==> config.mk <==
export PLATFORM = sky130hd
export DESIGN_NAME = ign_sched_bank
export DESIGN_NICKNAME = d
export VERILOG_FILES = /design/src/rtl/ign_sched_bank.sv
export SDC_FILE = /design/constraint.sdc
export NUM_CORES = 2
export LEC_CHECK = 0
export ABC_CLOCK_PERIOD_IN_PS = 9050
export CAP_MARGIN = 10
export CELL_PAD_IN_SITES_DETAIL_PLACEMENT = 1
export CELL_PAD_IN_SITES_GLOBAL_PLACEMENT = 1
export CORE_ASPECT_RATIO = 1.5
export CORE_MARGIN = 10
export CORE_UTILIZATION = 45
export CTS_BUF_LIST = sky130_fd_sc_hd__clkbuf_4
export CTS_CLUSTER_SIZE = 16
export DETAILED_ROUTE_END_ITERATION = 10
export PLACE_DENSITY_LB_ADDON = 0.1
export SYNTH_ARGS = -nofsm -noshare
export SYNTH_HDL_FRONTEND = slang
export SYNTH_SLANG_ARGS = --single-unit
==> constraint.sdc <==
create_clock -name clk -period 9.05 [get_ports clk]
set_input_delay 2.2625 -clock clk [delete_from_list [all_inputs] [get_ports clk]]
set_output_delay 2.2625 -clock clk [all_outputs]
set_load 0.1 [all_outputs]
Fig. 1: metal 1
Supply wires on this layer in grey.
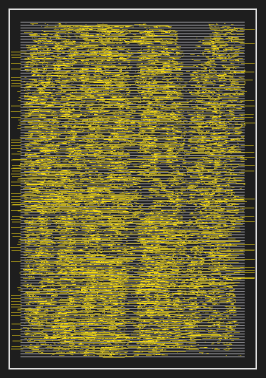
4885 nets have wire on it. The layer holds 39% of the routed length. The wires run mostly horizontal. The layer carries 48.3 mm of wire. The longest straight run is 57.5 um.
via count: 30651
fraction of met1 tracks used by global routing: 0.3146
aggregate routed wire length: 123.6 mm

Fig. 2: routed metal, one colour a layer
Two of the layers only.
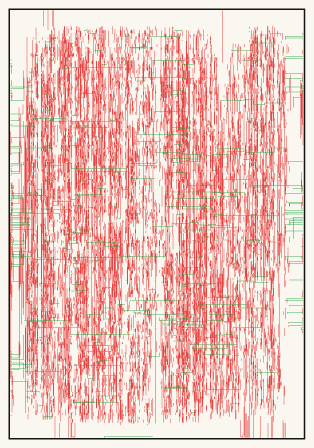
metal 2: marked red, wire length 59.8 mm. metal 3: marked green, wire length 4440 um.
routed len/inst: 23.62 um
overall routing resource usage: 0.2966

Fig. 3: clock nets
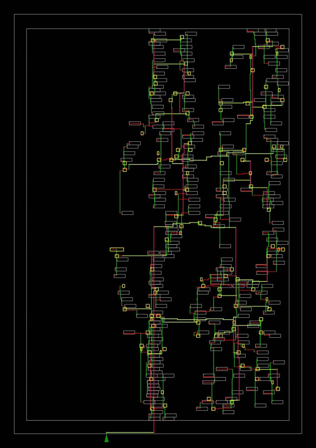
clock network power: 1.04 mW
clock buffer count from CTS: 66
CTS sink cnt: 263

Fig. 4: signal wires on met4
Supply wires on this layer in grey.
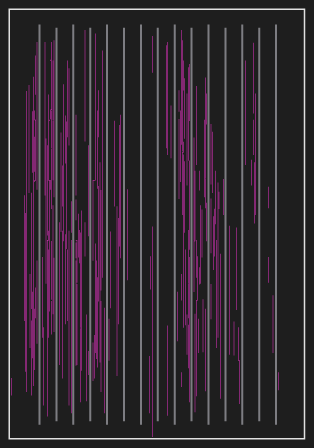
The layer carries 11100 um of wire. The wires run mostly vertical. The layer holds 9.0% of the routed length. 96 nets have wire on it.

==> flow_summary.yaml <==
# synthesis and place-and-route metrics
final_timing:
  timing.final.crit_share: 0.9616
  finClkSkew_ps: 59.12
  final-setup-viol-count: 0
  slew_violations: 0
  final_hold_vio_count: 0
  worst_hold_slack_ps: 350.0
  setup_tns_ps: 0
  finalWorstPathRequiredPeriod_ps: 8702
  timing.fmax_mhz: 114.9
  timing.slew.headroom: 0.1178
  worst_slew_pin_slew_ps: 1287
  setup_slack_ps: 347.8
routing:
  detail_route.vias_per_cell: 5.858
  met3WireLength_mm: 4.443
  final_antenna_net_count: 0
  wl_met1_mm: 48.30
  detailroute.wirelength.met2_mm: 59.80
  drt-pass1-iter-count: 5
  post-route-drc-count: 0
  detailedRoute.firstIterationViolations: 1163
  top_layer_used: "met4"
synth:
  ys.warnings.count: 0
  synth.largest_area_cell: "sky130_fd_sc_hd__ha_1"
  ys_sh_simple: 0.1476
  synth_largest_type_area_fraction: 0.2607
  ys_seq_share: 0.2094
  multiplexer_fraction_of_the_synthesized_cell_area: 0.02536
  ys_seq_elements: 263
  topCellsByArea: "sky130_fd_sc_hd__ha_1 26%, sky130_fd_sc_hd__dfrtp_1 21%, sky130_fd_sc_hd__xnor2_1 6.1%"
  synth-xor-area-share: 0.08582
  ff_type: "sky130_fd_sc_hd__dfrtp_1"
  post_synth_ao_oa_area_fraction: 0.2198
  ys_types: 85
  synth-edff-count: 0
  yosys-dominant-comb-family: "adder cells"
  synth_area_per_cell_um2: 8.525
  netlist_area_mm2: 0.03143
  synth_cell_count_leaders: "655 x sky130_fd_sc_hd__ha_1, 315 x sky130_fd_sc_hd__a21oi_1, 295 x sky130_fd_sc_hd__o21ai_0"
  yosys_area_mm2: 0.03143
  synth_async_sr_flop_share: 1.000
  number_of_cells_in_yosys_stat: 3687
  post-synth-top-count-cell: "sky130_fd_sc_hd__ha_1"
  syn_inst: 3687
  synth_adder_area_share: 0.2741
critical_path:
  setup.worst_path.start_class: "input port"
  crit_required_ps: 9730
  critPathMaxStageDelay_ps: 500
  reg2regPathDepth: 38
  setup.reg_to_reg.worst_slack_ps: 660
  critical_path.endpoint_type: "register"
  cp.arrival_ps: 9380
  worstSetupPathDepth: 33
  path_delay_family: "AND-OR/OR-AND gates"
  critPathBufInv: 6
  cp_max_fo: 9
  criticalPathCategory: "input port to register"
  slowest_stage: "sky130_fd_sc_hd__clkdlybuf4s50_1"
clock_tree:
  ctsLongestPathBuffers: 3
  post_cts_resized: 0
  htreeDepth: 3
  worst_setup_hold_path_clk_slew_ps: 90
  worst_skew_pair.late_latency_ps: 770
  post_cts.repair.setup_buffers: 0
  cts_tree: "yes"
  clk_root_buffer_cell: "sky130_fd_sc_hd__clkbuf_4"
cells_and_area:
  nNetsFinal: 5126
  layout.sequential_cells: 263
  buffers_outside_the_clock_class: 593
  post_route_cells_drive_above_1_share: 0.1372
  comb_area_frac: 0.6222
  layout.core_utilization: 0.5520
  most_instantiated_logic_cells_after_routing: "655 x sky130_fd_sc_hd__ha_1, 399 x sky130_fd_sc_hd__buf_4, 311 x sky130_fd_sc_hd__a21oi_1, 293 x sky130_fd_sc_hd__o21ai_0, 265 x sky130_fd_sc_hd__nand2_1"
  number_of_fillers_in_the_final_layout: 8429
  layout_top_cell_excl_fill_tap: "sky130_fd_sc_hd__ha_1"
  nNonClkInverters: 234
  design_area_mm2: 0.03814
  fin_cells: 5232
  final-nonclk-buf-share: 0.1310
  final_layout_clock_cell_area_share: 0.02149
  ant_diodes: 2
  comb.multi_input.count: 3123
  regArea_mm2: 0.006585
  logic_area_mm2: 0.02373
  seq_share: 0.1726
power:
  total_switching_power_mw: 6.334
  total_power_mw: 13.19
  power_leader: "combinational cells"
  power.switching_fraction: 0.4804
  power_sequential_mw: 1.96
  combinationalPowerShare: 0.772
  power.share.clock: 0.079
  power.density_cell_area_mw_per_mm2: 345.7
  cellLeakagePower_nw: 18.59
  p_int_mw: 6.851
  pwr.group.combinational_mw: 10.2
  irDropWorstVdd_mv: 0.1693
  seq_power_share: 0.149
floorplan:
  placementRows: 118
  die_h_um: 343.7
  design.portCount: 195
  chipWidth_um: 235.8
  total_die_size_mm2: 0.08104
  tap-cell-count: 900
  core_area_mm2: 0.06910
placed_design:
  gp_congestion: 0.9429
  port_buffers: 189
  placedInstanceArea_mm2: 0.03727
  cells_after_dpl: 5113
  detailedPlacementHpwl_mm: 102.5
global_route:
  vias_in_the_first_global_route: 32943
  grt_max_degree: 141
  grt_total_ovfl: 0
  antenna_found_initial: 6
  grt_busiest_layer: "met2"
  global_route_wire_length_before_repair_mm: 186.6
job:
  log.warning_count: 31
  max_cap_viol_count: 0
status:
  status: "finished, final reports clean"
Power figures rest on the tool's default switching activity, not on a simulated workload.
